==> config.mk <==
export PLATFORM = sky130hd
export DESIGN_NAME = cod5_fifo_write_packer_flat
export DESIGN_NICKNAME = d
export VERILOG_FILES = /design/src/rtl/cod5_fifo_write_packer_if.sv /design/src/rtl/cod5_fifo_write_packer.sv /design/src/flat_wrapper.sv
export SDC_FILE = /design/constraint.sdc
export NUM_CORES = 1
export LEC_CHECK = 0
export CAP_MARGIN = 20
export CORE_UTILIZATION = 40
export CTS_CLUSTER_DIAMETER = 100
export DETAILED_ROUTE_END_ITERATION = 10
export PLACE_DENSITY = 0.71
export SETUP_SLACK_MARGIN = 0.3
export SLEW_MARGIN = 20
export SYNTH_ARGS = -nofsm -noshare
export SYNTH_HDL_FRONTEND = slang
export SYNTH_SLANG_ARGS = --single-unit
export TNS_END_PERCENT = 30
==> constraint.sdc <==
create_clock -name write_clk_i -period 1.69 [get_ports write_clk_i]
set_input_delay 0.338 -clock write_clk_i [delete_from_list [all_inputs] [get_ports write_clk_i]]
set_output_delay 0.338 -clock write_clk_i [all_outputs]
set_load 0.03 [all_outputs]
Run 1, clock network drawn from the DEF:
Bar = 20 um.
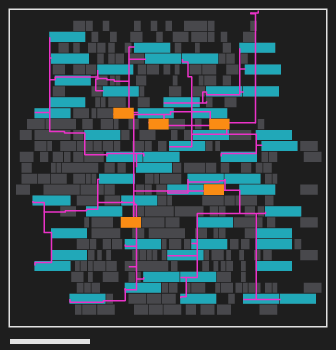
- magenta: clock wires (length 577 um)
- cyan: flip-flops (count 52)
- orange: clock drivers (count 5)
- flops lie: all over the die
- routed clock nets: 6
proportion of power drawn by the clock network: 15.0%
clock-net power: 830 uW
Late-Pin Clk Latency: 0.30 ns

Run 1, sizing map:
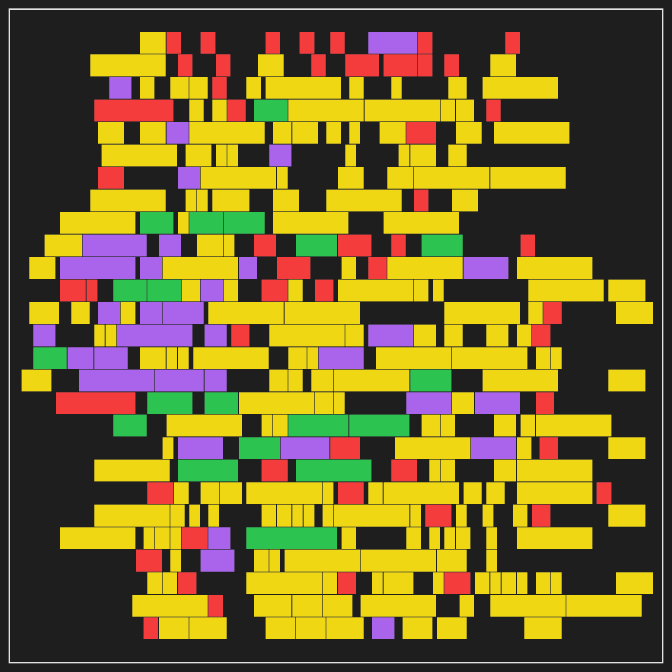
- yellow: _0 and _1 cells (cells 197; share 65%)
- purple: _3 and _4 cells (cells 33; share 11%)
- green: _6 and larger (cells 19; share 6.3%)
- red: _2 cells (cells 52; share 17%)
final design area excluding fillers: 3360 sq um
crit path setup slack, layout: -0.0130 ns
non-clock buffer count in the final layout: 73
synth-to-layout area growth: 42.5%

Run 1, signal metal coverage by tile:
16 x 16 tiles, from dark blue (low) to red (high), scaled to the fullest tile. Values are wire area over tile area, all layers added.
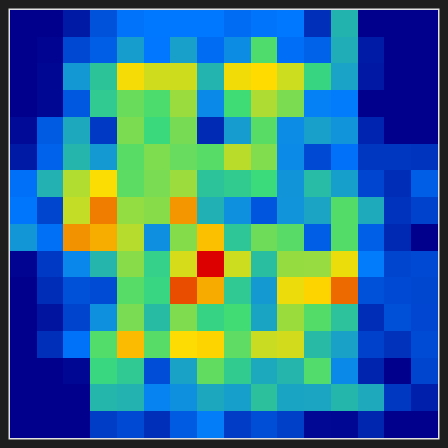
- emptiest ninth of the die: upper right
- nearly empty tiles: 15%
- fullest tile: 0.39
- tiles over half the peak: 27%
total global routing track utilization: 17.2%
average routed wire per standard cell: 13.9 um
wire length after detailed routing: 5200 um
via count of the routed design: 1874

==> impl_results.html <==
<h3>Run summary</h3>
<table>
<tr><th>Metric</th><th>Value</th></tr>
<tr><th colspan="2">Synth</th></tr>
<tr><td>Mapped cell area</td><td>2360 sq um</td></tr>
<tr><td>Number of cells in Yosys stat</td><td>232</td></tr>
<tr><td>Yosys Chip Area</td><td>2360 sq um</td></tr>
<tr><td>Post-Synthesis Mean Instance Area</td><td>10.2 sq um</td></tr>
<tr><td>Synthesized netlist cell count</td><td>232</td></tr>
<tr><td>FF+latch count, synth</td><td>52</td></tr>
<tr><td>Count of yosys warnings during synthesis</td><td>0</td></tr>
<tr><td>Count of different cell masters after synthesis</td><td>30</td></tr>
<tr><td>Net count after synthesis</td><td>249</td></tr>
<tr><td>Proportion of synthesized chip area in sequential cells</td><td>55.2%</td></tr>
<tr><th colspan="2">Finish</th></tr>
<tr><td>Number of diodes added for antenna fixing</td><td>0</td></tr>
<tr><td>Number of filler instances in the final layout</td><td>501</td></tr>
<tr><td>Core occupancy in the finished layout</td><td>59.9%</td></tr>
<tr><td>Non-filler instance count after layout</td><td>373</td></tr>
<tr><td>Share of layout cells above drive strength 1</td><td>34.6%</td></tr>
<tr><td>Flip-flop and latch area</td><td>1300 sq um</td></tr>
<tr><td>Net count reported at finish</td><td>317</td></tr>
<tr><td>Gate Area</td><td>1120 sq um</td></tr>
<tr><th colspan="2">Final timing</th></tr>
<tr><td>Final Critical Period</td><td>1.70 ns</td></tr>
<tr><td>Number of hold violations in the final report</td><td>0</td></tr>
<tr><td>Ratio of final minimum period to clock period</td><td>101%</td></tr>
<tr><td>Slew at the pin with the worst max-slew slack</td><td>0.484 ns</td></tr>
<tr><td>Max-slew violation count</td><td>0</td></tr>
<tr><td>Unrepaired setup endpoints after global routing</td><td>yes</td></tr>
<tr><td>Crit path setup slack, layout</td><td>-0.0130 ns</td></tr>
<tr><td>Setup TNS</td><td>-0.0130 ns</td></tr>
<tr><td>Worst Skew</td><td>0.00551 ns</td></tr>
<tr><td># setup viols final</td><td>1</td></tr>
<tr><td>Top achievable clock speed</td><td>587 MHz</td></tr>
<tr><td>WHS</td><td>0.466 ns</td></tr>
<tr><td>Normalized max-slew margin</td><td>67.8%</td></tr>
<tr><th colspan="2">Run</th></tr>
<tr><td>Number of warnings in the stage logs</td><td>31</td></tr>
<tr><td>Max-capacitance violation count</td><td>0</td></tr>
<tr><th colspan="2">Floorplanning</th></tr>
<tr><td>Fp util</td><td>42.0%</td></tr>
<tr><td>Placeable core region</td><td>5610 sq um</td></tr>
<tr><td>Boundary Pins</td><td>49</td></tr>
<tr><td>Row cnt</td><td>27</td></tr>
<tr><td>Die extent in x</td><td>78.8 um</td></tr>
<tr><td>Die Outline Area</td><td>6200 sq um</td></tr>
<tr><td>Overall die height</td><td>78.8 um</td></tr>
<tr><th colspan="2">Placement</th></tr>
<tr><td>Worst setup timing slack at the placement stage</td><td>-0.276 ns</td></tr>
<tr><td>Tally of buffers added on design ports</td><td>48</td></tr>
<tr><td>Dpl cells</td><td>357</td></tr>
<tr><td>Placed wire-length estimate after detailed placement</td><td>3460 um</td></tr>
<tr><td>Routability-driven placement congestion ratio</td><td>0.738</td></tr>
<tr><th colspan="2">Run status</th></tr>
<tr><td>Outcome</td><td>finished with violations</td></tr>
<tr><td>Violations in the final reports</td><td>setup timing</td></tr>
<tr><th colspan="2">CTS</th></tr>
<tr><td>Worst-case clock buffer depth</td><td>2</td></tr>
<tr><td>CTS sink count</td><td>52</td></tr>
<tr><td>Number of buffers created by CTS</td><td>5</td></tr>
<tr><td>Post-CTS clock slew at the launch and capture registers of the worst setup and hold paths</td><td>0.09 ns</td></tr>
<tr><td>CTS H-tree lvls</td><td>2</td></tr>
<tr><td>Clock root cell</td><td>clkbuf_8</td></tr>
<tr><td>Clock tree from TritonCTS</td><td>yes</td></tr>
<tr><th colspan="2">Worst setup path</th></tr>
<tr><td>Path length in cells of the critical path</td><td>3</td></tr>
<tr><td>Setup slack on the worst flop-to-flop path</td><td>0.03 ns</td></tr>
<tr><td>Arr. time, crit path</td><td>1.37 ns</td></tr>
<tr><td>Ordered cell list for the critical path</td><td>buf_6 &gt; or3_4 &gt; buf_6</td></tr>
<tr><td>Cell with the biggest individual delay on the critical path</td><td>dfrtp_1</td></tr>
<tr><td>Critical path required time</td><td>1.35 ns</td></tr>
<tr><td>Cells on worst reg2reg path</td><td>5</td></tr>
<tr><td>Kind of cell with the highest combined delay on the critical path</td><td>flip-flops</td></tr>
<tr><td>Startpoint type of the worst setup path</td><td>flip-flop</td></tr>
<tr><td>Worst setup EP type</td><td>output pin</td></tr>
<tr><td>Crit path kind</td><td>flip-flop to output pin</td></tr>
<tr><td>Crit path largest cell delay</td><td>0.43 ns</td></tr>
<tr><td>Number of buffers and inverters on the critical path</td><td>2</td></tr>
<tr><td>Critical path peak fanout</td><td>2</td></tr>
<tr><td>Most prevalent standard cell on the critical path</td><td>buf_6</td></tr>
<tr><th colspan="2">Power</th></tr>
<tr><td>Power per cell area</td><td>1640 nW/um^2</td></tr>
<tr><td>Worst vdd rail ir drop</td><td>1240 uV</td></tr>
<tr><td>Power share of the combinational group</td><td>50.8%</td></tr>
<tr><td>Share of total power in sequential cells</td><td>34.1%</td></tr>
<tr><td>Switching pwr</td><td>2.21 mW</td></tr>
<tr><td>Switching share of power</td><td>40.0%</td></tr>
<tr><td>Internal Power</td><td>3.31 mW</td></tr>
<tr><td>Leakage Power</td><td>1.68 nW</td></tr>
<tr><th colspan="2">GRT</th></tr>
<tr><td>Overall overflow remaining after global route</td><td>0</td></tr>
<tr><td>Number of global-route vias before repair</td><td>1840</td></tr>
<tr><td>Antenna violations before repair</td><td>0</td></tr>
<tr><td>Largest net degree at the start of global routing</td><td>40</td></tr>
<tr><td>Met1 routing resource usage after global routing</td><td>20.9%</td></tr>
<tr><td>Routing usage on met2</td><td>31.0%</td></tr>
<tr><td>GRT busiest layer</td><td>met2</td></tr>
<tr><td>Global-route wire length before repair</td><td>8380 um</td></tr>
<tr><td>GR met3 Demand/Resource</td><td>3.68%</td></tr>
<tr><th colspan="2">Detailed routing</th></tr>
<tr><td>Detail-routed via count per cell</td><td>5.02</td></tr>
<tr><td>Pre-Repair DR Iteration Count</td><td>4</td></tr>
<tr><td>Detailed Route Iter0 Violations</td><td>139</td></tr>
<tr><td>Post-route antenna net violation count</td><td>0</td></tr>
<tr><td>DR DRC count</td><td>0</td></tr>
<tr><th colspan="2">Min path</th></tr>
<tr><td>Path class of the lowest-slack min-delay path</td><td>flip-flop to flip-flop</td></tr>
<tr><td>Cells on Worst Hold Path</td><td>1</td></tr>
</table>
## run 1: power groups by stage
stage / sequential (mW) / combinational [mW] / clock, mW
finish: 1.89 / 2.81 / 0.830
global placement: 1.88 / 2.34 / 0
CTS: 1.86 / 2.48 / 0.848
global route: 1.94 / 3.02 / 0.909
floorplan: 2.23 / 1.23 / 0
detailed placement: 1.89 / 2.40 / 0
## run 1: cells in the final DEF, fill, tap and decap left out, types with 5 or more instances in the layout
master / n
a22oi_1: 7
buf_2: 13
buf_4: 14
buf_6: 8
clkbuf_2: 6
clkbuf_8: 5
clkdlybuf4s50_1: 10
dfrtp_1: 50
dlymetal6s2s_1: 11
inv_1: 9
mux2_4: 7
nand2_1: 32
nand2_2: 10
nand3_1: 15
nor2b_1: 8
o21ai_0: 9
o21ai_1: 14
o21ai_2: 10
xnor2_1: 15
## run 1: worst reg2reg max path: cells and delay by family (launching register included)
kind                     cells  cell delay (ns)
multiplexers                 1             0.32
flip-flops                   1             0.43
AND/OR/NAND/NOR              1             0.23
buffers and inverters        1             0.14
adder cells (fa/ha/maj)      1             0.26
AND-OR/OR-AND                1             0.17
## run 1: per-layer routing
metal	part of all wire (%)	up-vias
li1	-	912
met1	44	934
met2	52	23
met3	2.7	5
met4	1.0	0
met5	0	-
## run 1: through the flow
step           power, mW  cell area, sq um
3_5_place_dp        4.29              3050
6_report            5.52              3360
5_1_grt             5.86              3360
3_3_place_gp        4.22              3050
2_1_floorplan       3.46              2430
4_1_cts             5.19              3220
## run 1: cell type report
class / count / area share (%)
flip-flops and latches: 52 / 38.8
multi-input cells: 157 / 33.4
repair buffers: 73 / 20.6
well taps: 72 / 2.68
clock buffers: 6 / 2.16
inverters: 11 / 1.30
clock inverters: 2 / 1.04
## run 1: synth_stat cells
library cell	count	share of area (%)
xor2_1	1	0.37
and2_1	1	0.27
a31o_2	1	0.37
a21oi_1	1	0.21
nand4_1	4	1.1
nor2b_1	8	2.1
o21ai_0	32	6.8
nand2b_4	1	0.58
inv_1	11	1.8
clkbuf_2	1	0.21
buf_2	3	0.64
dfrtp_1	52	55
clkbuf_1	4	0.64
nor3_4	1	0.69
nand2_1	43	6.8
nand3_1	17	3.6
buf_6	2	0.96
o21ai_1	2	0.42
xnor2_1	15	5.6
a31oi_1	1	0.27
nor2_1	3	0.48
buf_4	2	0.64
a21oi_4	1	0.69
ha_1	4	2.1
or3_1	1	0.27
a22oi_1	7	2.2
and3_1	4	1.1
and2_2	1	0.32
mux2_2	7	3.3
nand2b_1	1	0.27
## run 1: kinds of logic (layout without fill, tap and decap cells)
family / after synthesis / count (layout) / synth area share, %
xor+xnor: 16 / 16 / 5.95
fa+ha+maj: 4 / 4 / 2.12
simple gates: 85 / 85 / 17.6
mux: 7 / 7 / 3.34
flops: 52 / 52 / 55.2
compound gates: 45 / 45 / 11.0
buf+inv: 23 / 92 / 4.83
## run 1: what timing repair did
| action | 4_1_cts | 5_1_grt |
|---|---|---|
| gates resized | 77 | 99 |
| pin swaps | 1 | 20 |
| setup buffers | 5 | 1 |
| hold endpoints to repair | 9 | 0 |
| hold buffers | 1 | 0 |
| gates cloned | 0 | 1 |
| setup endpoints to repair | 80 | 73 |
Power and IR drop assume default switching activity.
